$ cat src/rtl/fm_seq_ctrl.sv
// rtl/fm_seq_ctrl.sv - a->b->d->e first-match sequencing responder
//
// Purpose:
//   Watches for a rising edge on a. It then waits for the first b at least
//   one cycle later, and then for the first d from the cycle after that b.
//   That d is answered with e in the same cycle. Later d pulses are not
//   answered, and a re-rise of a during a transaction is ignored.
//   Completed transactions are counted. An optional watchdog aborts a wait
//   that has run too long.
//
// Configuration macro:
//   FM_SEQ_TIMEOUT_EN - when defined, the WAIT_B/WAIT_D watchdog is built and
//                       timeout_err pulses on abort. When undefined, the
//                       watchdog is absent and timeout_err is tied low.
//
// Parameters:
//   TIMEOUT  - cycles allowed in each wait state before abort (>= 2)
//   CNT_W    - width of the completed-transaction counter
//
// Ports:
//   clk          in   sole clock, posedge
//   rst          in   synchronous active-high reset
//   a            in   request, rising edge significant
//   b            in   acknowledge
//   d            in   data-valid
//   e            out  response, high on the first d seen in WAIT_D
//   busy         out  high while not IDLE
//   timeout_err  out  one-cycle registered abort pulse
//   txn_count    out  completed-transaction count (wrapping)
//   state_o      out  IDLE=0, WAIT_B=1, WAIT_D=2

module fm_seq_ctrl #(
    parameter int TIMEOUT = 16,
    parameter int CNT_W   = 8
) (
    input  logic             clk,
    input  logic             rst,
    input  logic             a,
    input  logic             b,
    input  logic             d,
    output logic             e,
    output logic             busy,
    output logic             timeout_err,
    output logic [CNT_W-1:0] txn_count,
    output logic [1:0]       state_o
);

    typedef enum logic [1:0] {
        ST_IDLE   = 2'd0,
        ST_WAIT_B = 2'd1,
        ST_WAIT_D = 2'd2
    } state_t;

    state_t             r_state;
    logic               r_a_q;
    logic [CNT_W-1:0]   r_txn_count;

    logic               w_a_rise;
    logic               w_b_hit;
    logic               w_d_hit;

    assign w_a_rise = a & ~r_a_q;
    assign w_b_hit  = (r_state == ST_WAIT_B) & b;
    // A d seen in WAIT_B is deliberately not a hit; only b is consumed there.
    assign w_d_hit  = (r_state == ST_WAIT_D) & d;

`ifdef FM_SEQ_TIMEOUT_EN
    localparam int WD_W = (TIMEOUT > 2) ? $clog2(TIMEOUT) : 1;
    localparam logic [WD_W-1:0] WD_LAST = WD_W'(TIMEOUT - 1);

    logic [WD_W-1:0]    r_wd;
    logic               r_timeout_err;
    logic               w_wd_expire;
    logic               w_state_change;

    // A qualifying event in the final wait cycle takes priority over expiry.
    assign w_wd_expire    = (r_state != ST_IDLE) && (r_wd == WD_LAST) &&
                            !w_b_hit && !w_d_hit;
    assign w_state_change = ((r_state == ST_IDLE) & w_a_rise) | w_b_hit |
                            w_d_hit | w_wd_expire;
    assign timeout_err    = r_timeout_err;
`else
    logic               w_unused_timeout;

    assign w_unused_timeout = TIMEOUT[0];
    assign timeout_err      = 1'b0;
`endif

    always_ff @(posedge clk) begin
        if (rst) begin
            r_state     <= ST_IDLE;
            r_a_q       <= 1'b0;
            r_txn_count <= '0;
`ifdef FM_SEQ_TIMEOUT_EN
            r_wd          <= '0;
            r_timeout_err <= 1'b0;
`endif
        end else begin
            r_a_q <= a;

            if (w_d_hit) begin
                r_txn_count <= r_txn_count + CNT_W'(1);
            end

`ifdef FM_SEQ_TIMEOUT_EN
            r_timeout_err <= w_wd_expire;

            // The watchdog measures time spent in the current wait state only.
            if (w_state_change || (r_state == ST_IDLE)) begin
                r_wd <= '0;
            end else begin
                r_wd <= r_wd + WD_W'(1);
            end
`endif

            case (r_state)
                ST_IDLE: begin
                    if (w_a_rise) begin
                        r_state <= ST_WAIT_B;
                    end
                end
                ST_WAIT_B: begin
                    if (b) begin
                        r_state <= ST_WAIT_D;
                    end
`ifdef FM_SEQ_TIMEOUT_EN
                    else if (w_wd_expire) begin
                        r_state <= ST_IDLE;
                    end
`endif
                end
                ST_WAIT_D: begin
                    if (d) begin
                        r_state <= ST_IDLE;
                    end
`ifdef FM_SEQ_TIMEOUT_EN
                    else if (w_wd_expire) begin
                        r_state <= ST_IDLE;
                    end
`endif
                end
                default: begin
                    r_state <= ST_IDLE;
                end
            endcase
        end
    end

    // e is decoded from registered state, so it answers d with zero latency.
    assign e         = w_d_hit;
    assign busy      = (r_state != ST_IDLE);
    assign txn_count = r_txn_count;
    assign state_o   = r_state;

endmodule

$ cat config.mk
export PLATFORM = sky130hd
export DESIGN_NAME = fm_seq_ctrl
export DESIGN_NICKNAME = d
export VERILOG_FILES = /design/src/rtl/fm_seq_ctrl.sv
export SDC_FILE = /design/constraint.sdc
export NUM_CORES = 1
export LEC_CHECK = 0
export ABC_CLOCK_PERIOD_IN_PS = 1300
export CAP_MARGIN = 10
export CORE_MARGIN = 2
export CORE_UTILIZATION = 37
export CTS_CLUSTER_SIZE = 14
export DETAILED_ROUTE_END_ITERATION = 7
export PLACE_DENSITY_LB_ADDON = 0.15
export SYNTH_ARGS = -nofsm -noshare
export SYNTH_HDL_FRONTEND = slang
export SYNTH_SLANG_ARGS = --single-unit
$ cat constraint.sdc
create_clock -name clk -period 1.3 [get_ports clk]
set_input_delay 0.26 -clock clk [delete_from_list [all_inputs] [get_ports clk]]
set_output_delay 0.26 -clock clk [all_outputs]
set_load 0.005 [all_outputs]
==> run_1/m1.png <==
The bar under the picture is 10 um long.
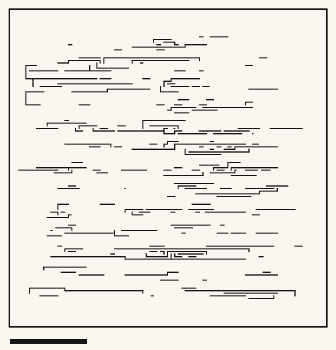
The longest straight run is 17.5 um. The wires run mostly horizontal. The layer holds 42% of the routed length. The layer carries 579 um of wire.

==> run_1/m2.png <==
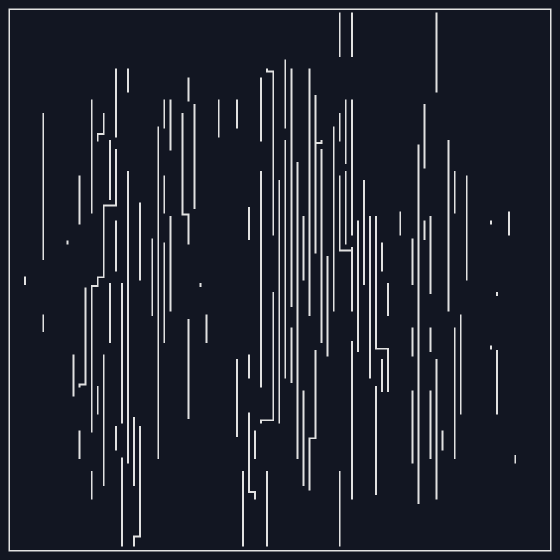
The longest straight run is 27.2 um. The wires run mostly vertical. The layer holds 54% of the routed length. 88 nets have wire on it. The layer carries 740 um of wire.

==> deck_impl_summary.md, run 1 <==
Run Summary

Pwr
  • Clock group total power: 0.234 mW
  • Combinational cell power: 0.0934 mW
  • Power Dens Cells: 722 nW/um2
  • Net Switching: 0.154 mW
  • Sequential logic power: 0.344 mW
  • Share of total power in combinational logic: 0.139
  • Sum of internal, switching and leakage power: 0.671 mW
  • Share of total power in sequential cells: 0.512
  • Fraction of power spent switching nets: 0.230

Setup path
  • Maximum fanout along the worst path: 5
  • Class of the most critical setup path: reg2reg
  • Crit path cell chain: buf_6, nand3b_4, buf_6, or4_1, a21oi_1
  • Top cell by count, worst path: sky130_fd_sc_hd__buf_6
  • Crit start category: register
  • Category of the worst setup path capture point: register
  • Largest delay contributor family on the critical path: simple AND/OR/NAND/NOR gates

Floorplanning
  • Row cnt: 13
  • Area of the die: 1690 um2
  • Die boundary height: 41.1 um
  • Placeable Area: 1280 um2
  • Starting utilization of the core area: 0.395
  • I/O pin count: 18
  • Chip width: 41.1 um

Status
  • Status: finished, violations left
  • Failing checks: negative setup slack

CTS
  • Clock sink count: 11
  • TritonCTS clock tree: built
  • Largest buffer count on any clock path: 2
  • CTS resizes: 37
  • Worst-skew pair later-pin latency: 0.26 ns
  • Max H-tree Level: 1
  • Clock root buffer master: sky130_fd_sc_hd__clkbuf_4

Layout
  • Growth of design area from synthesis to finish: 82.8%
  • ClkCell Share: 0.0283
  • Final cell utilization of the core: 0.722
  • Post-Layout Cell Count: 109
  • Combinational share of cell area: 0.336
  • Count of inverters not on the clock network in the layout: 4
  • Number of clock buffer instances in the layout: 4
  • Portion of the layout cell area used by non-clock buffers: 0.344
  • Register area: 238 um2
  • Non-Clock Buffer Count: 36
  • Most numerous logic cells after layout: sky130_fd_sc_hd__buf_4, sky130_fd_sc_hd__dlygate4sd2_1, sky130_fd_sc_hd__dfxtp_2
  • Largest class: non-clock buffers
  • Highest-count logic cell in the final layout: sky130_fd_sc_hd__buf_4
  • Count of sequential standard cells: 11
  • Share of final-layout standard cells stronger than drive strength 1: 0.479
  • Share of cell area taken by flip-flops and latches: 0.256
  • Count of nets after finishing: 101

Synth
  • Share of the synthesized netlist area taken by xor and xnor gates: 0.0345
  • Ys flop type: sky130_fd_sc_hd__dfxtp_1
  • Post-synth ARST share: 0
  • Basic Gates by Area: 0.281
  • Multiplexer share of the synthesized area: 0.0197
  • Synth warnings: 0
  • Post-synth EDFFs: 0
  • Post-Synthesis Net Count: 63
  • Synth unique cells: 24
  • Main combinational cell family by area after synthesis: simple AND/OR/NAND/NOR gates
  • Synth flops: 11
  • Number of cells produced by synthesis: 57

STA
  • Min Clock Period, post-route: 1.37 ns
  • Clk_skew: 0.00239 ns
  • Final worst setup slack: -0.0700 ns
  • Period utilization: 1.05
  • Count of endpoints failing setup in the final report: 6
  • Hold violation total from the final report: 0

Placement
  • Placed inst area: 761 um2
  • Cell Count Post-Placement: 97
  • Number of buffers added on ports: 16
  • RePlAce Congestion: 0.693

Worst hold path
  • Kind of path behind the tightest hold check: reg2reg

Detailed routing
  • Routed length on met2: 739 um
  • Top Metal Used: met4
  • Residual DRC count: 0
  • Wire length on met3: 41 um
  • Number of detailed-routing iterations run before antenna repair: 2
  • Post-DRT Antenna Nets: 0

Global route
  • Global routing usage on met2: 0.355
  • Combined global-route utilization of all metal layers: 0.198
  • Total congestion overflow after global routing: 0
  • Largest net degree at the start of global routing: 12
  • Number of global-route vias before repair: 533
  • Fraction of met1 tracks used by global routing: 0.210
  • Met3 Track Usage GR: 0.0326

Run
  • Max-cap viol count: 0
==> run_1/m3.png <==
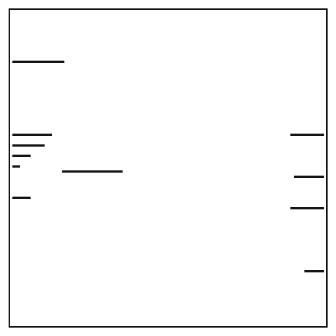
The longest straight run is 7.60 um. The wires run mostly horizontal.

[run 1: synthesized netlist by cell type (all sizes together) (2+ instances only)]
master  count  area, um2
o21ai       2       10.0
or3         2       12.5
dfxtp      11        220
buf         2       15.0
nand3       3       15.0
nand4       2       12.5
inv         4       15.0
a21oi       7       35.0
o31ai       3       22.5
nand3b      2       27.5
nor2        4       15.0
xor2        2       17.5
or4         3       22.5
[run 1: flip-flops by register name (all words and copies together) (netlist names)]
signal     cells
txn_count      8
state_o        2
r_a_q          1
[run 1: worst paths after layout]
check | from | endpoint | slack, ns | cells past startpoint
worst min register to register | txn_count[7] | txn_count[7] | 0.47 | 2
worst max register to register | state_o[1] | txn_count[5] | -0.07 | 5
worst min-delay path | txn_count[7] | txn_count[7] | 0.47 | 2
worst max-delay path | state_o[1] | txn_count[5] | -0.07 | 5
==> run_1/port_trees.png <==
The bar under the picture is 10 um long.
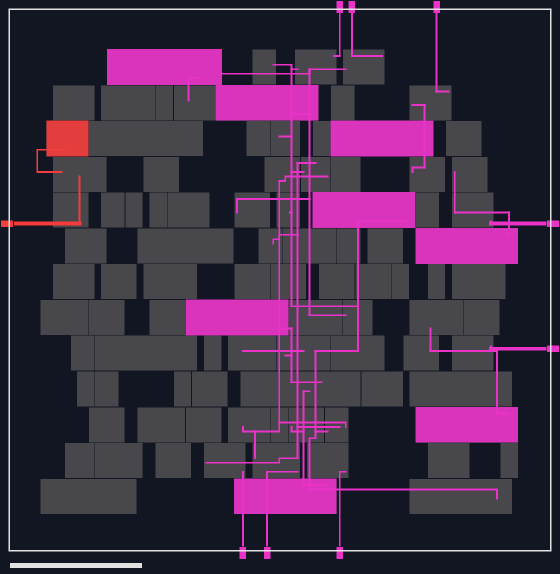

==> run 2, diff against run 1 <==
--- a/config.mk
+++ b/config.mk
@@ -14,2 +14,3 @@
 export PLACE_DENSITY_LB_ADDON = 0.15
+export REMOVE_ABC_BUFFERS = 1
 export SYNTH_ARGS = -nofsm -noshare
==> constraint.sdc (replaced) <==
create_clock -name clk -period 1.3 [get_ports clk]
set_input_delay 0.195 -clock clk [delete_from_list [all_inputs] [get_ports clk]]
set_output_delay 0.195 -clock clk [all_outputs]
set_load 0.005 [all_outputs]
==> run_2/port_trees.png <==
The bar under the picture is 10 um long.
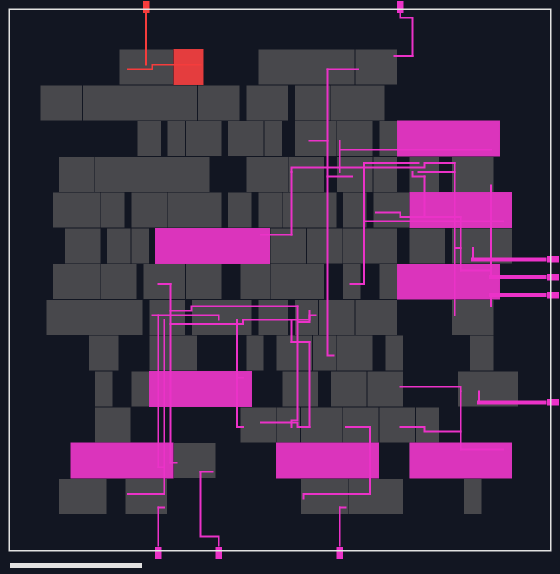
Key: busy = red [bits 1, direction output, end cells 1, buffers 1, wire 9.80 um]; txn_count = magenta [bits 8, direction output, end cells 8, buffers 11, wire 301 um]

==> run_2/m3.png <==
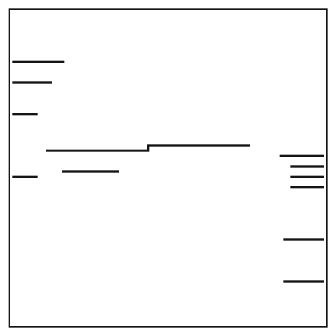
The layer holds 6.3% of the routed length. The layer carries 79.0 um of wire.

==> deck_impl_summary.md, run 2 <==
Run Summary

Status
  • Status: finished, violations left
  • Failing checks: negative setup slack

Synth
  • Synth unique cells: 24
  • Biggest area cells: sky130_fd_sc_hd__dfxtp_1, sky130_fd_sc_hd__a21oi_1, sky130_fd_sc_hd__o31ai_1
  • Main combinational cell family by area after synthesis: simple AND/OR/NAND/NOR gates
  • Number of cells produced by synthesis: 57
  • Multiplexer share of the synthesized area: 0.0197
  • Ys flop type: sky130_fd_sc_hd__dfxtp_1
  • Post-synth EDFFs: 0
  • Library cell with the largest summed area after synthesis: sky130_fd_sc_hd__dfxtp_1
  • Yosys top cell by instances: sky130_fd_sc_hd__dfxtp_1
  • Top cells by instance count after synthesis: sky130_fd_sc_hd__dfxtp_1, sky130_fd_sc_hd__a21oi_1, sky130_fd_sc_hd__inv_1, sky130_fd_sc_hd__nor2_1
  • Basic Gates by Area: 0.281
  • Synth flops: 11

STA
  • Min Clock Period, post-route: 1.35 ns
  • Period utilization: 1.04
  • Clk_skew: 0.00283 ns
  • Final worst setup slack: -0.0491 ns
  • Count of endpoints failing setup in the final report: 4

Setup path
  • Path length in cells of the critical path: 5
  • Register-to-Register Setup Slack: -0.05 ns
  • Endpoint of the worst setup timing path: txn_count[6]
  • Top cell by count, worst path: sky130_fd_sc_hd__buf_6
  • Class of the most critical setup path: reg2reg
  • Crit path cell chain: buf_6, nand3b_4, buf_6, or4_4, a21oi_2
  • RR Endpoint: txn_count[6]
  • Category of the worst setup path capture point: register

Layout
  • Post-Layout Cell Count: 109
  • Register area: 240 um2
  • Largest class: non-clock buffers
  • Share of final-layout standard cells stronger than drive strength 1: 0.436
  • Combinational share of cell area: 0.305
  • Flip-flop count of the largest register, all copies and words added: 8
  • Count of nets after finishing: 101
  • Count of inverters not on the clock network in the layout: 4
  • Most numerous logic cells after layout: sky130_fd_sc_hd__buf_4, sky130_fd_sc_hd__dlygate4sd2_1, sky130_fd_sc_hd__dfxtp_2
  • Share of cell area taken by flip-flops and latches: 0.271
  • Number of clock buffer instances in the layout: 4
  • Growth of design area from synthesis to finish: 74.6%
  • Count of sequential standard cells: 11

Pwr
  • Combinational cell power: 0.0825 mW
  • Sequential logic power: 0.343 mW
  • Share of total power in sequential cells: 0.524
  • Fraction of power spent switching nets: 0.222
  • Power Dens Cells: 738 nW/um2
  • Clock group total power: 0.229 mW

Worst hold path
  • Depth of the worst hold-timing path: 2
  • Min-Delay Startpoint: txn_count[7]
  • Kind of path behind the tightest hold check: reg2reg

Global route
  • Number of global-route vias before repair: 440
  • Combined global-route utilization of all metal layers: 0.186
  • Largest net degree at the start of global routing: 12
  • Total congestion overflow after global routing: 0

Detailed routing
  • Post-DRT Antenna Nets: 0
  • Wire length on met3: 79 um
  • Routed length on met2: 615 um
  • Top Metal Used: met4

CTS
  • Clock root buffer master: sky130_fd_sc_hd__clkbuf_4
  • TritonCTS clock tree: built
  • Clock sink count: 11
  • Largest buffer count on any clock path: 2
  • Max H-tree Level: 1

Placement
  • Cell Count Post-Placement: 97
  • RePlAce Congestion: 0.655
  • Placed inst area: 758 um2
  • Number of buffers added on ports: 16

Floorplanning
  • I/O pin count: 18
  • Area of the die: 1690 um2
  • Die boundary height: 41.1 um
  • Placeable Area: 1280 um2

Run
  • Max-cap viol count: 0
[run 2: what timing repair did]
action | 4_1_cts | 5_1_grt
hold endpoints to repair | 0 | 0
setup endpoints to repair | 12 | 9
pin swaps | 7 | 1
buffers inserted | 8 | 0
gates resized | 30 | 9
[run 2: per-stage QoR]
step	power (mW)	setup slack [ns]	utilization	hold slack, ns
after floorplan	0.377	-0.0377	-	0.264
after global placement	0.426	-0.290	0.590	0.468
after detailed placement	0.427	-0.299	0.590	0.480
after CTS	0.657	-0.0373	0.670	0.480
after global routing	0.695	-0.0909	0.690	0.494
final	0.655	-0.0491	0.690	0.479
Power figures rest on the tool's default switching activity, not on a simulated workload.
